### config.mk
export PLATFORM = sky130hd
export DESIGN_NAME = lsu_port_arbiter_flat
export DESIGN_NICKNAME = d
export VERILOG_FILES = /design/src/rtl/lsu_port_arbiter_if.sv /design/src/rtl/lsu_port_arbiter.sv /design/src/flat_wrapper.sv
export SDC_FILE = /design/constraint.sdc
export NUM_CORES = 1
export LEC_CHECK = 0
export ABC_AREA = 0
export CORE_MARGIN = 3
export CORE_UTILIZATION = 34
export CTS_BUF_LIST = sky130_fd_sc_hd__clkbuf_16
export DETAILED_ROUTE_END_ITERATION = 8
export GPL_ROUTABILITY_DRIVEN = 1
export PLACE_DENSITY = 0.77
export SYNTH_ARGS = -nofsm -noshare
export SYNTH_HDL_FRONTEND = slang
export SYNTH_SLANG_ARGS = --single-unit
### constraint.sdc
create_clock -name clk_i -period 3 [get_ports clk_i]
set_clock_uncertainty 0.05 [all_clocks]
set_input_delay 0.45 -clock clk_i [delete_from_list [all_inputs] [get_ports clk_i]]
set_output_delay 0.45 -clock clk_i [all_outputs]
set_load 0.005 [all_outputs]
### src/rtl/lsu_port_arbiter_if.sv
// Purpose: bundles the two master request/response ports and the LSU lines of the arbiter.
// Latency: none, this is wiring only.
// Backpressure: gnt is the only stall signal; a master holds req and its fields until gnt.
interface lsu_port_arbiter_if #(
   parameter int ADDR_WIDTH = 32,
   parameter int DATA_WIDTH = 32
);
   logic                  m0_req_i;
   logic [ADDR_WIDTH-1:0] m0_addr_i;
   logic [2:0]            m0_func_i;
   logic                  m0_we_i;
   logic [DATA_WIDTH-1:0] m0_wdata_i;
   logic                  m0_gnt_o;
   logic                  m0_rvalid_o;
   logic [DATA_WIDTH-1:0] m0_rdata_o;

   logic                  m1_req_i;
   logic [ADDR_WIDTH-1:0] m1_addr_i;
   logic [2:0]            m1_func_i;
   logic                  m1_we_i;
   logic [DATA_WIDTH-1:0] m1_wdata_i;
   logic                  m1_gnt_o;
   logic                  m1_rvalid_o;
   logic [DATA_WIDTH-1:0] m1_rdata_o;

   logic [ADDR_WIDTH-1:0] lsu_addr_o;
   logic [2:0]            lsu_func_o;
   logic                  lsu_st_en_o;
   logic [DATA_WIDTH-1:0] lsu_st_data_o;
   logic [DATA_WIDTH-1:0] lsu_ld_data_i;

   // Arbiter side.
   modport slave (
      input  m0_req_i, m0_addr_i, m0_func_i, m0_we_i, m0_wdata_i,
      output m0_gnt_o, m0_rvalid_o, m0_rdata_o,
      input  m1_req_i, m1_addr_i, m1_func_i, m1_we_i, m1_wdata_i,
      output m1_gnt_o, m1_rvalid_o, m1_rdata_o,
      output lsu_addr_o, lsu_func_o, lsu_st_en_o, lsu_st_data_o,
      input  lsu_ld_data_i
   );

   // Environment side: the two masters plus the LSU.
   modport master (
      output m0_req_i, m0_addr_i, m0_func_i, m0_we_i, m0_wdata_i,
      input  m0_gnt_o, m0_rvalid_o, m0_rdata_o,
      output m1_req_i, m1_addr_i, m1_func_i, m1_we_i, m1_wdata_i,
      input  m1_gnt_o, m1_rvalid_o, m1_rdata_o,
      input  lsu_addr_o, lsu_func_o, lsu_st_en_o, lsu_st_data_o,
      output lsu_ld_data_i
   );
endinterface

### src/rtl/lsu_port_arbiter.sv
// Purpose: shares one LSU between m0 (pipeline, high priority) and m1 (loader), with m1 starvation guard.
// Latency: gnt at N, store enable at N+1, response pulse at N+3; one access per 3 cycles.
// Backpressure: gnt only in IDLE; a waiting master keeps req high, m1 wins after STARVE_LIMIT lost rounds.
module lsu_port_arbiter #(
   parameter int ADDR_WIDTH   = 32,
   parameter int DATA_WIDTH   = 32,
   parameter int STARVE_LIMIT = 4
) (
   input  logic                clk_i,
   input  logic                rst_ni,
   lsu_port_arbiter_if.slave   bus
);
   localparam int            CW    = $clog2(STARVE_LIMIT + 1);
   localparam logic [CW-1:0] LIMIT = CW'(STARVE_LIMIT);

   typedef enum logic [1:0] {IDLE, ISSUE, WAIT} state_t;

   state_t        state;
   logic          owner;       // 0 = m0, 1 = m1
   logic          cap_we;
   logic [CW-1:0] starve_cnt;
   logic          sel_m1;
   logic          gnt0;
   logic          gnt1;

   // Pick a master in IDLE: m1 wins when alone or once it has been passed over STARVE_LIMIT times.
   always_comb begin
      sel_m1 = bus.m1_req_i && (!bus.m0_req_i || (starve_cnt == LIMIT));
      gnt0   = 1'b0;
      gnt1   = 1'b0;
      if (rst_ni && (state == IDLE)) begin
         gnt1 = sel_m1;
         gnt0 = bus.m0_req_i && !sel_m1;
      end
   end

   assign bus.m0_gnt_o = gnt0;
   assign bus.m1_gnt_o = gnt1;

   // Access sequencer: capture on grant, drive LSU, register load data and pulse the owner's response.
   always_ff @(posedge clk_i or negedge rst_ni) begin
      if (!rst_ni) begin
         state             <= IDLE;
         owner             <= 1'b0;
         cap_we            <= 1'b0;
         starve_cnt        <= '0;
         bus.lsu_addr_o    <= '0;
         bus.lsu_func_o    <= '0;
         bus.lsu_st_en_o   <= 1'b0;
         bus.lsu_st_data_o <= '0;
         bus.m0_rvalid_o   <= 1'b0;
         bus.m0_rdata_o    <= '0;
         bus.m1_rvalid_o   <= 1'b0;
         bus.m1_rdata_o    <= '0;
      end else begin
         bus.lsu_st_en_o <= 1'b0;
         bus.m0_rvalid_o <= 1'b0;
         bus.m1_rvalid_o <= 1'b0;
         case (state)
            IDLE: begin
               if (gnt0 || gnt1) begin
                  owner             <= gnt1;
                  cap_we            <= gnt1 ? bus.m1_we_i    : bus.m0_we_i;
                  bus.lsu_addr_o    <= gnt1 ? bus.m1_addr_i  : bus.m0_addr_i;
                  bus.lsu_func_o    <= gnt1 ? bus.m1_func_i  : bus.m0_func_i;
                  bus.lsu_st_data_o <= gnt1 ? bus.m1_wdata_i : bus.m0_wdata_i;
                  bus.lsu_st_en_o   <= gnt1 ? bus.m1_we_i    : bus.m0_we_i;
                  state             <= ISSUE;
                  if (gnt1) begin
                     starve_cnt <= '0;
                  end else if (bus.m1_req_i && (starve_cnt != LIMIT)) begin
                     starve_cnt <= starve_cnt + CW'(1);
                  end
               end
            end
            ISSUE: begin
               state <= WAIT;
            end
            WAIT: begin
               state <= IDLE;
               if (owner) begin
                  bus.m1_rvalid_o <= 1'b1;
                  bus.m1_rdata_o  <= cap_we ? '0 : bus.lsu_ld_data_i;
               end else begin
                  bus.m0_rvalid_o <= 1'b1;
                  bus.m0_rdata_o  <= cap_we ? '0 : bus.lsu_ld_data_i;
               end
            end
            default: begin
               state <= IDLE;
            end
         endcase
      end
   end
endmodule
### src/flat_wrapper.sv
// flat-port wrapper written by rule: the top's interface ports become plain ports
module lsu_port_arbiter_flat 
#(
   parameter int ADDR_WIDTH   = 32,
   parameter int DATA_WIDTH   = 32,
   parameter int STARVE_LIMIT = 4
)
  (clk_i, rst_ni, bus_m0_req_i, bus_m0_addr_i, bus_m0_func_i, bus_m0_we_i, bus_m0_wdata_i, bus_m0_gnt_o, bus_m0_rvalid_o, bus_m0_rdata_o, bus_m1_req_i, bus_m1_addr_i, bus_m1_func_i, bus_m1_we_i, bus_m1_wdata_i, bus_m1_gnt_o, bus_m1_rvalid_o, bus_m1_rdata_o, bus_lsu_addr_o, bus_lsu_func_o, bus_lsu_st_en_o, bus_lsu_st_data_o, bus_lsu_ld_data_i);
  lsu_port_arbiter_if #(.ADDR_WIDTH(ADDR_WIDTH), .DATA_WIDTH(DATA_WIDTH)) bus_i ();
  input  logic clk_i;
  input  logic rst_ni;
  input wire logic [$bits(bus_i.m0_req_i)-1:0] bus_m0_req_i;
  input wire logic [$bits(bus_i.m0_addr_i)-1:0] bus_m0_addr_i;
  input wire logic [$bits(bus_i.m0_func_i)-1:0] bus_m0_func_i;
  input wire logic [$bits(bus_i.m0_we_i)-1:0] bus_m0_we_i;
  input wire logic [$bits(bus_i.m0_wdata_i)-1:0] bus_m0_wdata_i;
  output wire logic [$bits(bus_i.m0_gnt_o)-1:0] bus_m0_gnt_o;
  output wire logic [$bits(bus_i.m0_rvalid_o)-1:0] bus_m0_rvalid_o;
  output wire logic [$bits(bus_i.m0_rdata_o)-1:0] bus_m0_rdata_o;
  input wire logic [$bits(bus_i.m1_req_i)-1:0] bus_m1_req_i;
  input wire logic [$bits(bus_i.m1_addr_i)-1:0] bus_m1_addr_i;
  input wire logic [$bits(bus_i.m1_func_i)-1:0] bus_m1_func_i;
  input wire logic [$bits(bus_i.m1_we_i)-1:0] bus_m1_we_i;
  input wire logic [$bits(bus_i.m1_wdata_i)-1:0] bus_m1_wdata_i;
  output wire logic [$bits(bus_i.m1_gnt_o)-1:0] bus_m1_gnt_o;
  output wire logic [$bits(bus_i.m1_rvalid_o)-1:0] bus_m1_rvalid_o;
  output wire logic [$bits(bus_i.m1_rdata_o)-1:0] bus_m1_rdata_o;
  output wire logic [$bits(bus_i.lsu_addr_o)-1:0] bus_lsu_addr_o;
  output wire logic [$bits(bus_i.lsu_func_o)-1:0] bus_lsu_func_o;
  output wire logic [$bits(bus_i.lsu_st_en_o)-1:0] bus_lsu_st_en_o;
  output wire logic [$bits(bus_i.lsu_st_data_o)-1:0] bus_lsu_st_data_o;
  input wire logic [$bits(bus_i.lsu_ld_data_i)-1:0] bus_lsu_ld_data_i;
  assign bus_i.m0_req_i = bus_m0_req_i;
  assign bus_i.m0_addr_i = bus_m0_addr_i;
  assign bus_i.m0_func_i = bus_m0_func_i;
  assign bus_i.m0_we_i = bus_m0_we_i;
  assign bus_i.m0_wdata_i = bus_m0_wdata_i;
  assign bus_m0_gnt_o = bus_i.m0_gnt_o;
  assign bus_m0_rvalid_o = bus_i.m0_rvalid_o;
  assign bus_m0_rdata_o = bus_i.m0_rdata_o;
  assign bus_i.m1_req_i = bus_m1_req_i;
  assign bus_i.m1_addr_i = bus_m1_addr_i;
  assign bus_i.m1_func_i = bus_m1_func_i;
  assign bus_i.m1_we_i = bus_m1_we_i;
  assign bus_i.m1_wdata_i = bus_m1_wdata_i;
  assign bus_m1_gnt_o = bus_i.m1_gnt_o;
  assign bus_m1_rvalid_o = bus_i.m1_rvalid_o;
  assign bus_m1_rdata_o = bus_i.m1_rdata_o;
  assign bus_lsu_addr_o = bus_i.lsu_addr_o;
  assign bus_lsu_func_o = bus_i.lsu_func_o;
  assign bus_lsu_st_en_o = bus_i.lsu_st_en_o;
  assign bus_lsu_st_data_o = bus_i.lsu_st_data_o;
  assign bus_i.lsu_ld_data_i = bus_lsu_ld_data_i;
  lsu_port_arbiter #(.ADDR_WIDTH(ADDR_WIDTH), .DATA_WIDTH(DATA_WIDTH), .STARVE_LIMIT(STARVE_LIMIT)) u_core (.clk_i(clk_i), .rst_ni(rst_ni), .bus(bus_i));
endmodule
wires.png
Drawn at 3 px/um. Only two layers are drawn.
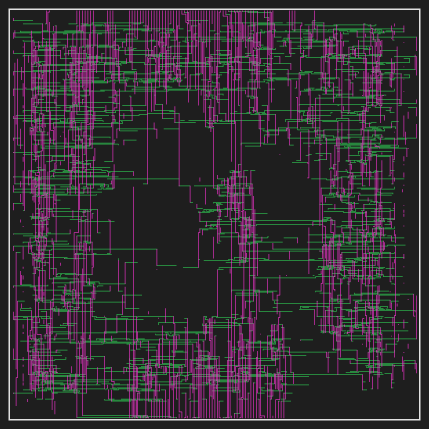
| colour | layer | wire length |
|---|---|---|
| green | metal 1 | 7600 um |
| magenta | metal 2 | 9030 um |
via total after detailed routing: 5229
Total Routed Length: 18.8 mm
overall routing resource usage: 19.4%
wire length per cell: 18.1 um

placement.png
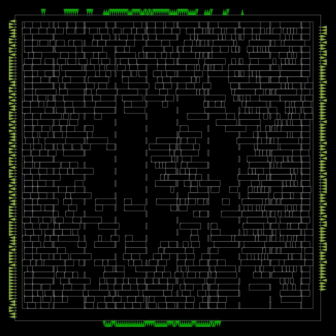
fraction of area in registers: 37.1%
number of tap instances: 220

io_placement.png
Drawn at 3 px/um. Pins as bars across the die edge, other pins in grey.
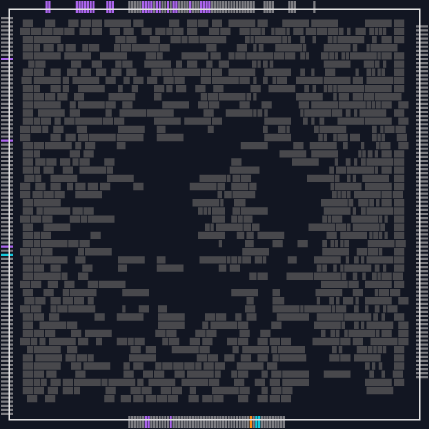
| colour | port | pins | direction | edge |
|---|---|---|---|---|
| cyan | `bus_m0_func_i` | 3 | input | 2 bottom, 1 left |
| purple | `bus_m1_wdata_i` | 32 | input | 26 top, 3 left, 3 bottom |
| orange | `bus_m0_gnt_o` | 1 | output | bottom |
number of I/O port buffers: 307
vertical extent of the die: 136 um
width of the chip: 136 um

layer_met2.png
Drawn at 3 px/um.
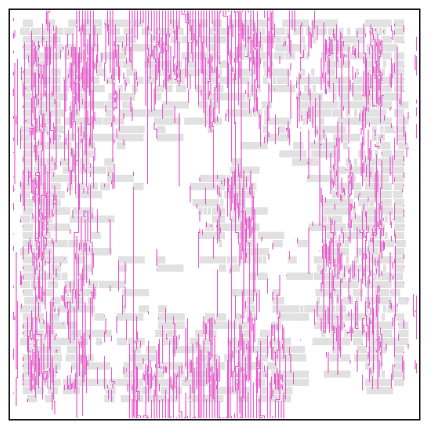
nets with wire on the layer: 840
main direction: vertical
longest straight run: 76.5 um
wire length on this layer: 9030 um
share of all routed wire: 48%
GR Util met2: 31.5%

==> worst paths after layout <==
path	endpoint	slack, ns	cells after the start	startpoint
worst min-delay path	u_core.cap_we	0.43	2	rst_ni
min in group clk_i	u_core.bus.m0_rdata_o[26]	0.43	2	u_core.bus.m0_rdata_o[26]
max in group asynchronous	u_core.bus.lsu_st_data_o[8]	1.30	3	rst_ni
worst max register to register	u_core.bus.lsu_st_data_o[13]	0.86	6	u_core.starve_cnt[0]
worst min register to register	u_core.bus.m0_rdata_o[26]	0.43	2	u_core.bus.m0_rdata_o[26]
worst max-delay path	bus_m1_gnt_o	0.30	5	rst_ni
==> power groups by stage <==
stage | clock network [mW] | logic [mW] | registers (mW)
final | 1.96 | 2.86 | 3.02
after global routing | 2.10 | 3.12 | 3.10
after CTS | 2.01 | 2.90 | 3.02
after detailed placement | 0 | 2.90 | 3.03
after global placement | 0 | 2.83 | 3.03
after floorplan | 0 | 0.892 | 3.06
==> routing by layer <==
| layer | wire, um | track usage [%] | up-vias |
|---|---|---|---|
| met5 | 0 | 0 | - |
| met3 | 1780 | 7.03 | 29 |
| li1 | - | - | 2449 |
| met2 | 9030 | 31.5 | 242 |
| met1 | 7600 | 24.0 | 2509 |
| met4 | 359 | 6.55 | 0 |
==> final cells by class <==
class / instances / area (sq um)
tap: 220 / 275
timing repair buffer: 317 / 3150
clock buffer: 17 / 425
fill: 1397 / 7070
multi-input combinational: 318 / 1990
sequential: 141 / 3530
clock inverter: 14 / 120
inverter: 8 / 30.0
==> critical path, cell delays in order <==
cell	delay (ns)
dlygate4sd3_1	0.58
buf_6	0.19
nand4bb_4	0.14
nor2_4	0.24
clkdlybuf4s50_1	0.59
==> logic make-up after synthesis <==
group           Yosys count
simple gates            176
flops                   141
compound gates          140
buf+inv                  55
fa+ha+maj                 2
==> reports/summary.json <==
{
  "run_status": {"value": "finished clean"},
  "pin_count_of_the_biggest_net_entering_global_routing": {"value": 78},
  "area_reported_by_yosys_stat": {"value": 5780, "unit": "sq um"},
  "crit_arrival": {"value": 2.20, "unit": "ns"},
  "postCtsResizedCells": {"value": 0},
  "p_sw": {"value": 2.25, "unit": "mW"},
  "postLayoutCoreUtil": {"value": 57.4, "unit": "%"},
  "place_worst_setup_slack": {"value": 0.464, "unit": "ns"},
  "post_cts_hold_buffer_count": {"value": 1},
  "layout_worst_path_cycle_share": {"value": 89.9, "unit": "%"},
  "final_layout_setup_total_negative_slack": {"value": 0, "unit": "ns"},
  "grt_pass1_wl": {"value": 27.9, "unit": "mm"},
  "post_synthesis_cell_type_count": {"value": 27},
  "boundary_pins": {"value": 308},
  "cts-root-buf": {"value": "clkbuf_16"},
  "required": {"value": 2.50, "unit": "ns"},
  "post-synth-top-area-cell": {"value": "dfrtp_1"},
  "worst_skew_pair.late_latency": {"value": 0.40, "unit": "ns"},
  "launching_element_type_of_the_critical_path": {"value": "primary input"},
  "worst_slew_pin_slew": {"value": 0.998, "unit": "ns"},
  "instances_no_fill": {"value": 1035},
  "yosys.area_share.adder": {"value": 0.433, "unit": "%"},
  "report.final.setup_viol": {"value": 0},
  "worstHoldPathType": {"value": "primary input to asynchronous set/reset pin"},
  "placed_area": {"value": 8960, "unit": "sq um"},
  "pwr-share-seq": {"value": 38.5, "unit": "%"},
  "mostFrequentLayoutCell": {"value": "clkdlybuf4s50_1"},
  "routed_via_density": {"value": 5.05},
  "final_cell_mix": {"value": "306 x clkdlybuf4s50_1, 141 x dfrtp_1, 99 x nand2_1"},
  "yosys.cell_count.top_type": {"value": "dfrtp_1"}
}
No activity file was given, so power comes from the tool's default toggle rates.
